File: config.mk
export PLATFORM = sky130hd
export DESIGN_NAME = ddr2_sdram_if_ex_pattern_ctrl_flat
export DESIGN_NICKNAME = d
export VERILOG_FILES = /design/src/rtl/ddr2_sdram_if_ex_pattern_ctrl_if.sv /design/src/rtl/ddr2_sdram_if_ex_pattern_ctrl.sv /design/src/flat_wrapper.sv
export SDC_FILE = /design/constraint.sdc
export NUM_CORES = 1
export LEC_CHECK = 0
export CELL_PAD_IN_SITES_DETAIL_PLACEMENT = 0
export CELL_PAD_IN_SITES_GLOBAL_PLACEMENT = 2
export CORE_UTILIZATION = 20
export CTS_BUF_LIST = sky130_fd_sc_hd__clkbuf_16
export DETAILED_ROUTE_END_ITERATION = 16
export GPL_ROUTABILITY_DRIVEN = 0
export HOLD_SLACK_MARGIN = 0.06
export PLACE_DENSITY_LB_ADDON = 0.1
export SLEW_MARGIN = 20
export SYNTH_ARGS = -nofsm -noshare
export SYNTH_HDL_FRONTEND = slang
export SYNTH_SLANG_ARGS = --single-unit
File: constraint.sdc
create_clock -name clk -period 2 [get_ports clk]
set_input_delay 0.4 -clock clk [delete_from_list [all_inputs] [get_ports clk]]
set_output_delay 0.4 -clock clk [all_outputs]
set_load 0.02 [all_outputs]
File: src/rtl/ddr2_sdram_if_ex_pattern_ctrl_if.sv
// Local (Avalon-style) request/response bus between the pattern sequencer and
// the DDR2 controller.
//   ready       : controller accepts the current request this cycle
//   write_req   : write request, data on wdata
//   read_req    : read request
//   address     : word address of the current request
//   wdata       : write data
//   rdata       : read data, qualified by rdata_valid
//   rdata_valid : rdata carries a returned word this cycle
// master = pattern sequencer side, slave = controller side.
interface ddr2_sdram_if_ex_pattern_ctrl_if #(
  parameter int unsigned DATA_W = 32,
  parameter int unsigned ADDR_W = 24
);
  logic              ready;
  logic              write_req;
  logic              read_req;
  logic [ADDR_W-1:0] address;
  logic [DATA_W-1:0] wdata;
  logic [DATA_W-1:0] rdata;
  logic              rdata_valid;

  modport master (
    input  ready, rdata, rdata_valid,
    output write_req, read_req, address, wdata
  );

  modport slave (
    output ready, rdata, rdata_valid,
    input  write_req, read_req, address, wdata
  );
endinterface

File: src/rtl/ddr2_sdram_if_ex_pattern_ctrl.sv
// Pattern sequencer for the DDR2 example driver's 8-bit LFSR lanes.
// One pass writes NUM_WORDS words taken from the write-generator LFSRs, reads
// them back and compares every returned word lane by lane against the checker
// LFSRs, keeping sticky per-lane pass/fail flags and a saturating error count.
// Ports:
//   clk, reset_n            clock, asynchronous active-low reset
//   start, abort            begin a pass (IDLE/DONE only) / return to IDLE
//   gen_enable, gen_pause   write-generator LFSR control (enable low = reseed)
//   gen_data                write-generator LFSR outputs, one byte per lane
//   chk_enable, chk_pause   checker LFSR control (enable low = reseed)
//   chk_data                checker LFSR outputs, one byte per lane
//   local_bus               controller local interface (master side)
//   busy, test_complete     pass in progress / pass finished
//   pnf_per_byte, pass      sticky per-lane pass flags / overall pass in DONE
//   err_count               mismatching words, saturating
module ddr2_sdram_if_ex_pattern_ctrl #(
  parameter int unsigned NUM_LANES = 4,
  parameter int unsigned ADDR_W    = 24,
  parameter int unsigned NUM_WORDS = 256,
  parameter int unsigned ADDR_BASE = 0,
  parameter int unsigned ERR_W     = 16
) (
  input  logic                   clk,
  input  logic                   reset_n,
  input  logic                   start,
  input  logic                   abort,
  output logic                   gen_enable,
  output logic                   gen_pause,
  input  logic [8*NUM_LANES-1:0] gen_data,
  output logic                   chk_enable,
  output logic                   chk_pause,
  input  logic [8*NUM_LANES-1:0] chk_data,
  ddr2_sdram_if_ex_pattern_ctrl_if.master local_bus,
  output logic                   busy,
  output logic                   test_complete,
  output logic [NUM_LANES-1:0]   pnf_per_byte,
  output logic                   pass,
  output logic [ERR_W-1:0]       err_count
);

  localparam int unsigned CNT_W = $clog2(NUM_WORDS + 1);
  localparam logic [CNT_W-1:0]  LAST_WORD = CNT_W'(NUM_WORDS - 1);
  localparam logic [CNT_W-1:0]  ALL_WORDS = CNT_W'(NUM_WORDS);
  localparam logic [ADDR_W-1:0] BASE      = ADDR_W'(ADDR_BASE);

  typedef enum logic [2:0] {StIdle, StWrite, StRead, StWaitRd, StDone} state_e;

  state_e               state_q;
  logic [CNT_W-1:0]     wr_cnt_q;
  logic [CNT_W-1:0]     rq_cnt_q;
  logic [CNT_W-1:0]     rd_cnt_q;
  logic [ERR_W-1:0]     err_count_q;
  logic [NUM_LANES-1:0] pnf_q;

  logic                 wr_acc;
  logic                 rq_acc;
  logic                 rd_active;
  logic                 rd_acc;
  logic                 rd_done;
  logic [NUM_LANES-1:0] lane_err;

  assign wr_acc    = (state_q == StWrite) & local_bus.ready;
  assign rq_acc    = (state_q == StRead) & local_bus.ready;
  assign rd_active = (state_q == StRead) | (state_q == StWaitRd);
  // Returned data is only meaningful while a pass is reading back.
  assign rd_acc    = rd_active & local_bus.rdata_valid;
  // All words returned, counting a word that arrives on this very edge.
  assign rd_done   = (rd_cnt_q == ALL_WORDS) | (rd_acc & (rd_cnt_q == LAST_WORD));

  always_comb begin
    lane_err = '0;
    for (int i = 0; i < int'(NUM_LANES); i++) begin
      lane_err[i] = local_bus.rdata[8*i +: 8] != chk_data[8*i +: 8];
    end
  end

  always_ff @(posedge clk or negedge reset_n) begin
    if (!reset_n) begin
      state_q     <= StIdle;
      wr_cnt_q    <= '0;
      rq_cnt_q    <= '0;
      rd_cnt_q    <= '0;
      err_count_q <= '0;
      pnf_q       <= '1;
    end else if (abort) begin
      // Results are left as they were so a partial pass can still be inspected.
      state_q <= StIdle;
    end else begin
      if (rd_acc) begin
        rd_cnt_q <= rd_cnt_q + CNT_W'(1);
        pnf_q    <= pnf_q & ~lane_err;
        if ((|lane_err) && (err_count_q != '1)) begin
          err_count_q <= err_count_q + ERR_W'(1);
        end
      end
      unique case (state_q)
        StIdle, StDone: begin
          if (start) begin
            state_q     <= StWrite;
            wr_cnt_q    <= '0;
            rq_cnt_q    <= '0;
            rd_cnt_q    <= '0;
            err_count_q <= '0;
            pnf_q       <= '1;
          end
        end
        StWrite: begin
          if (wr_acc) begin
            wr_cnt_q <= wr_cnt_q + CNT_W'(1);
            if (wr_cnt_q == LAST_WORD) begin
              state_q <= StRead;
            end
          end
        end
        StRead: begin
          if (rq_acc) begin
            rq_cnt_q <= rq_cnt_q + CNT_W'(1);
            if (rq_cnt_q == LAST_WORD) begin
              state_q <= rd_done ? StDone : StWaitRd;
            end
          end
        end
        StWaitRd: begin
          if (rd_done) begin
            state_q <= StDone;
          end
        end
        default: state_q <= StIdle;
      endcase
    end
  end

  always_comb begin
    local_bus.write_req = (state_q == StWrite);
    local_bus.read_req  = (state_q == StRead);
    local_bus.address   = '0;
    if (state_q == StWrite) begin
      local_bus.address = BASE + ADDR_W'(wr_cnt_q);
    end else if (state_q == StRead) begin
      local_bus.address = BASE + ADDR_W'(rq_cnt_q);
    end
    local_bus.wdata = (state_q == StWrite) ? gen_data : '0;

    // Generator advances exactly once per accepted word; checker once per
    // returned word. Outside their phases both are held at their seeds.
    gen_enable = (state_q == StWrite);
    gen_pause  = ~wr_acc;
    chk_enable = rd_active;
    chk_pause  = ~rd_acc;

    busy          = (state_q == StWrite) | rd_active;
    test_complete = (state_q == StDone);
    pnf_per_byte  = pnf_q;
    err_count     = err_count_q;
    pass          = (state_q == StDone) & (&pnf_q);
  end

endmodule
File: src/flat_wrapper.sv
// flat-port wrapper written by rule: the top's interface ports become plain ports
module ddr2_sdram_if_ex_pattern_ctrl_flat 
#(
  parameter int unsigned NUM_LANES = 4,
  parameter int unsigned ADDR_W    = 24,
  parameter int unsigned NUM_WORDS = 256,
  parameter int unsigned ADDR_BASE = 0,
  parameter int unsigned ERR_W     = 16
)
  (clk, reset_n, start, abort, gen_enable, gen_pause, gen_data, chk_enable, chk_pause, chk_data, busy, test_complete, pnf_per_byte, pass, err_count, local_bus_ready, local_bus_rdata, local_bus_rdata_valid, local_bus_write_req, local_bus_read_req, local_bus_address, local_bus_wdata);
  ddr2_sdram_if_ex_pattern_ctrl_if #(.ADDR_W(ADDR_W)) local_bus_i ();
  input  logic clk;
  input  logic reset_n;
  input  logic start;
  input  logic abort;
  output logic gen_enable;
  output logic gen_pause;
  input  logic [8*NUM_LANES-1:0] gen_data;
  output logic chk_enable;
  output logic chk_pause;
  input  logic [8*NUM_LANES-1:0] chk_data;
  output logic busy;
  output logic test_complete;
  output logic [NUM_LANES-1:0] pnf_per_byte;
  output logic pass;
  output logic [ERR_W-1:0] err_count;
  input wire logic [$bits(local_bus_i.ready)-1:0] local_bus_ready;
  input wire logic [$bits(local_bus_i.rdata)-1:0] local_bus_rdata;
  input wire logic [$bits(local_bus_i.rdata_valid)-1:0] local_bus_rdata_valid;
  output wire logic [$bits(local_bus_i.write_req)-1:0] local_bus_write_req;
  output wire logic [$bits(local_bus_i.read_req)-1:0] local_bus_read_req;
  output wire logic [$bits(local_bus_i.address)-1:0] local_bus_address;
  output wire logic [$bits(local_bus_i.wdata)-1:0] local_bus_wdata;
  assign local_bus_i.ready = local_bus_ready;
  assign local_bus_i.rdata = local_bus_rdata;
  assign local_bus_i.rdata_valid = local_bus_rdata_valid;
  assign local_bus_write_req = local_bus_i.write_req;
  assign local_bus_read_req = local_bus_i.read_req;
  assign local_bus_address = local_bus_i.address;
  assign local_bus_wdata = local_bus_i.wdata;
  ddr2_sdram_if_ex_pattern_ctrl #(.NUM_LANES(NUM_LANES), .ADDR_W(ADDR_W), .NUM_WORDS(NUM_WORDS), .ADDR_BASE(ADDR_BASE), .ERR_W(ERR_W)) u_core (.clk(clk), .reset_n(reset_n), .start(start), .abort(abort), .gen_enable(gen_enable), .gen_pause(gen_pause), .gen_data(gen_data), .chk_enable(chk_enable), .chk_pause(chk_pause), .chk_data(chk_data), .local_bus(local_bus_i), .busy(busy), .test_complete(test_complete), .pnf_per_byte(pnf_per_byte), .pass(pass), .err_count(err_count));
endmodule
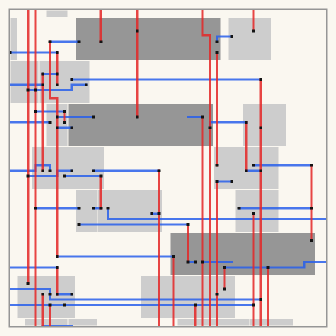
Fig. 1. Close-up of the layout.
Window x 92 to 112, y 92 to 112 um. Cells in gray, sequential cells in the stronger gray; small squares are vias.
color	layer
red	met2
blue	met1
netlist names of flops here include	u_core.state_q (3)
sequential cells in the window	3
most frequent	buf_4 (3), dfrtp_1 (3), nor2_1 (2)
cells with their middle in the window	15

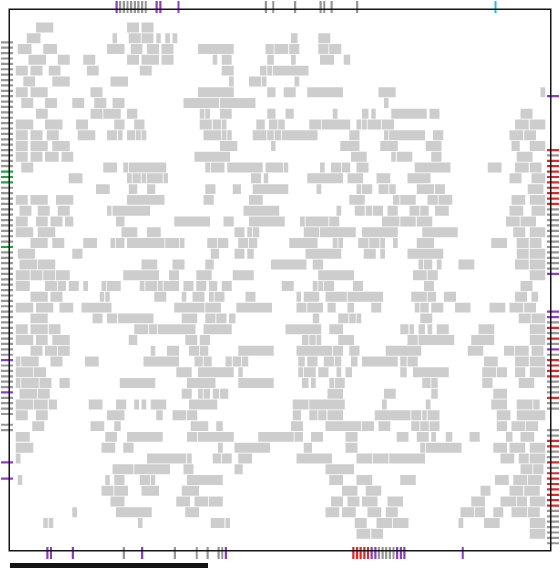
Fig. 2. Pin placement.
Bar = 50 um. Pins as bars across the die edge, other pins in gray.
color	port	pins	direction	edge
purple	local_bus_address	24	output	11 south, 5 east, 4 west, 4 north
cyan	clk	1	input	north
red	gen_data	32	input	27 east, 5 south
green	pnf_per_byte	4	output	west
width of the die: 136 um
Die Y-Extent: 136 um
Port Buffers: 171

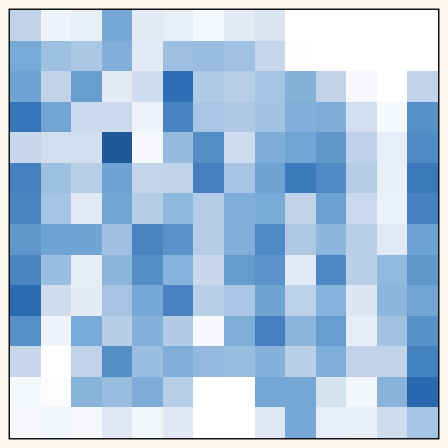
Fig. 3. Placement density heat map.
The die is cut into 14 by 14 equal tiles; white is low, dark blue is high, 0 to 100% covered.
fullest tile	84%
mean over tiles	34%
nearly empty tiles	8.7%
tiles over 75% full	2.0%
emptiest ninth of the die	north-east
fp util: 20.7%
final core utilization: 37.9%
core footprint: 17,500 um^2

==> flow_summary_export.csv <==
group,metric,value,unit
synth,ys_sh_simple,28.6,%
global_routing,antenna_found_initial,0,
synth,most_common_cell,"dfrtp_1",
final_timing,period_used_share,103,%
detailed_routing,wl_per_cell,14.2,um
detailed_routing,wirelength,12.3,mm
synth,ys_ff,50,
detailed_routing,drc,0,
final_timing,slew_viol_final,0,
synth,yosys.area_share.xor_xnor,11.2,%
cells_and_area,antenna_cells,0,
cts,cts_buffer_depth,2,
cts,clk_latency,0.30,ns
cells_and_area,fin_nets,754,
cells_and_area,drive_gt1_share,35.0,%
synth,postSynthSeqShare,34.8,%
synth,synth-edff-count,0,
cts,htreeDepth,2,
power_and_ir_drop,switching_share,39.5,%
detailed_routing,vias_per_cell,4.31,
cts,clock-sinks,50,
cts,clk_pin_slew,0.07,ns
critical_path,critPathCaptureType,"primary output",
detailed_routing,initialDrtViolationCount,68,
power_and_ir_drop,p_total,5.05,mW
global_routing,grt_pass1_vias,3680,
critical_path,required,1.60,ns
run,tool_warnings,30,
detailed_routing,drt-pass1-iter-count,4,
cts,cts_buffers,5,
run,maxCapViolCount,0,
hold_path,hp-class,"flip-flop to flip-flop",
power_and_ir_drop,p_seq_share,24.8,%
synth,synth_area,3610,um^2
final_timing,rsz0062_at_grt,"yes",
synth,synthDominantCellAreaShare,31.9,%
cts,cts_tree,"built",
critical_path,critical_path_class,"flip-flop to primary output",
cells_and_area,layout_top_cell,"clkdlybuf4s50_1",
synth,synth_cells,403,
power_and_ir_drop,vdd_drop_max,0.321,mV
detailed_routing,ant_nets,0,
synth,synth_area_per_cell,8.96,um^2
synth,synthTopCellsByArea,"dfrtp_1, xor2_1, and2_1",
power_and_ir_drop,p_clk_share,16.6,%
final_timing,setup_viol,42,
synth,adder_share,2.77,%
synth,yosysCellCount,403,
final_timing,min_period,2.06,ns
floorplan,top_level_ports,187,
global_routing,grt_max_degree,37,
synth,top_cells_by_count,"dfrtp_1, xor2_1, nand2_1, nor2_1, and2_1",
final_timing,hold_ws,0.484,ns
floorplan,row_count,48,
synth,ys_types,59,
global_routing,grt_overflow,0,
power_and_ir_drop,powerDensity,763,nW/um^2
cells_and_area,final_cell_mix,"clkdlybuf4s50_1, buf_4, buf_6, dfrtp_1, xor2_1",
final_timing,max_freq,0.485,GHz
placed_design,pre_cts_ws,-0.474,ns
synth,yosys_area,3610,um^2
detailed_routing,routed-via-count,3746,
synth,ys_sh_aoi,13.4,%
placed_design,dpl.cell_count,839,
synth,muxShareOfSynthArea,1.39,%
synth,logic_family,"simple AND/OR/NAND/NOR gates",
critical_path,r2r_setup_slack,-0.04,ns
final_timing,hold_viol,0,
run_status,violations,"negative setup slack",
run_status,outcome,"finished with violations",
synth,async_flop_share,100,%
synth,ff_type,"dfrtp_1",
critical_path,path_max_fanout,5,
power_and_ir_drop,p_leak,3.21,nW
cells_and_area,nFillCells,1783,
critical_path,critical_path_arrival,1.66,ns
global_routing,grt_pass1_wl,18.7,mm
final_timing,worst_slack,-0.0615,ns
critical_path,start_kind,"flip-flop",
synth,yosysWarnings,0,
power_and_ir_drop,internal_power,3.06,mW
power_and_ir_drop,comb_power_share,58.7,%
global_routing,grt_util_all_layers,13.0,%
floorplan,dieArea,18600,um^2
placed_design,hpwl,8.96,mm
synth,top_area_cell,"dfrtp_1",
power_and_ir_drop,power.switching,2.00,mW
final_timing,skew,0.00618,ns
cts,ctsRootBufferMaster,"clkbuf_16",
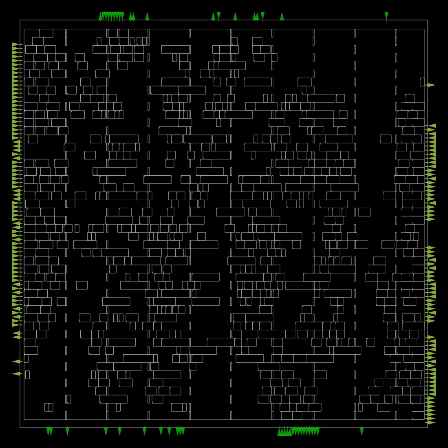
Fig. 4. Cell outlines without signal wires.
sequential share of cell area: 19.0%
Finished Layout Cells: 870

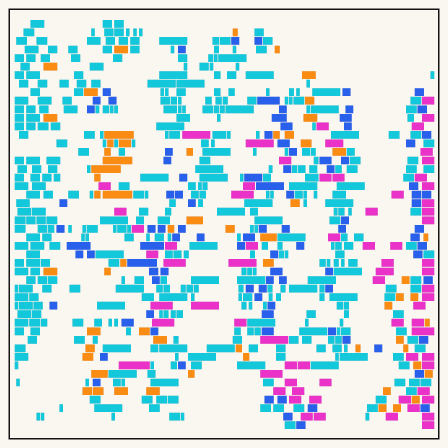
Fig. 5. Cells by drive strength.
color	size	cells	share	most used
orange	drive 2	60	9.3%	and2_2
cyan	drive 1 or less	419	65%	clkdlybuf4s50_1
magenta	drive 6 and up	70	11%	buf_6
blue	drive 3 to 4	96	15%	buf_4
PnR worst setup slack: -0.0615 ns
Finished Cell Area: 6630 um^2
Buffers excl. clock: 248
P&R area growth vs syn: 83.6%

kinds of logic (layout without fill, tap and decap cells):
group / Yosys count / after routing
buffers and inverters: 46 / 273
multiplexers: 5 / 5
adder cells (fa/ha/maj): 8 / 8
AND-OR/OR-AND: 66 / 66
AND/OR/NAND/NOR: 181 / 182
other: 1 / 15
flip-flops: 50 / 50
XOR/XNOR: 46 / 46
power by group through the flow:
stage / sequential (mW) / clock (mW) / combinational, mW
2_1_floorplan: 1.33 / 0 / 1.30
3_3_place_gp: 1.26 / 0 / 2.46
3_5_place_dp: 1.27 / 0 / 2.47
4_1_cts: 1.25 / 0.876 / 2.72
5_1_grt: 1.27 / 0.916 / 3.23
6_report: 1.25 / 0.837 / 2.97
per-stage QoR:
stage / cell area [um^2] / setup TNS [ns]
floorplan: 3730 / -0.0326
global placement: 5940 / -21.26
detailed placement: 5940 / -21.58
CTS: 6250 / -0.715
global route: 6630 / -5.53
finish: 6630 / -0.845
worst paths after layout:
path / startpoint / endpoint / cells past startpoint
max in group asynchronous: reset_n / u_core.pnf_per_byte[2]$_DFFE_PN1N_ / 3
max: u_core.state_q[1]$_DFFE_PN0P_ / local_bus_address[8] / 4
min in group asynchronous: reset_n / u_core.rq_cnt_q[4]$_DFFE_PN0P_ / 2
min reg2reg: u_core.pnf_per_byte[3]$_DFFE_PN1N_ / u_core.pnf_per_byte[3]$_DFFE_PN1N_ / 2
min: u_core.pnf_per_byte[3]$_DFFE_PN1N_ / u_core.pnf_per_byte[3]$_DFFE_PN1N_ / 2
max reg2reg: u_core.wr_cnt_q[0]$_DFFE_PN0P_ / u_core.state_q[1]$_DFFE_PN0P_ / 11
layout make-up:
cell class              count  area, um^2  share of cell area (%)
repair buffers            248        2470                    37.3
clock buffers               5         125                    1.89
inverters                  14        65.1                   0.982
clock inverters             3        11.3                   0.170
multi-input cells         322        2380                    35.9
well taps                 225         282                    4.25
repair inverters            3        36.3                   0.548
flip-flops and latches     50        1260                    19.0
sequential cells by signal (all words and copies together) (netlist names):
signal / flops
u_core.pnf_per_byte: 4
u_core.err_count: 16
u_core.rq_cnt_q: 9
u_core.state_q: 3
u_core.rd_cnt_q: 9
u_core.wr_cnt_q: 9
worst max-delay path: stages (launching register included):
cell and delay [ns]:
dfrtp_1 0.38, or3b_4 0.53, buf_6 0.17, o21ai_2 0.14, buf_6 0.14
per-layer routing:
metal,part of all wire (%),wire (um),global-route usage [%]
met4,1.1,130,3.52
met2,50,6190,23.0
met5,0,0,0
met3,8.1,1000,3.58
met1,41,5000,15.3
what timing repair did:
item / in CTS / in global routing
endpoints found under the setup margin: 81 / 78
pin swaps: 24 / 60
setup buffers: 10 / 6
hold buffers: 1 / 0
resized: 306 / 113
gates cloned: 5 / 1
endpoints found under the hold margin: 13 / 0
No activity file was given, so power comes from the tool's default toggle rates.
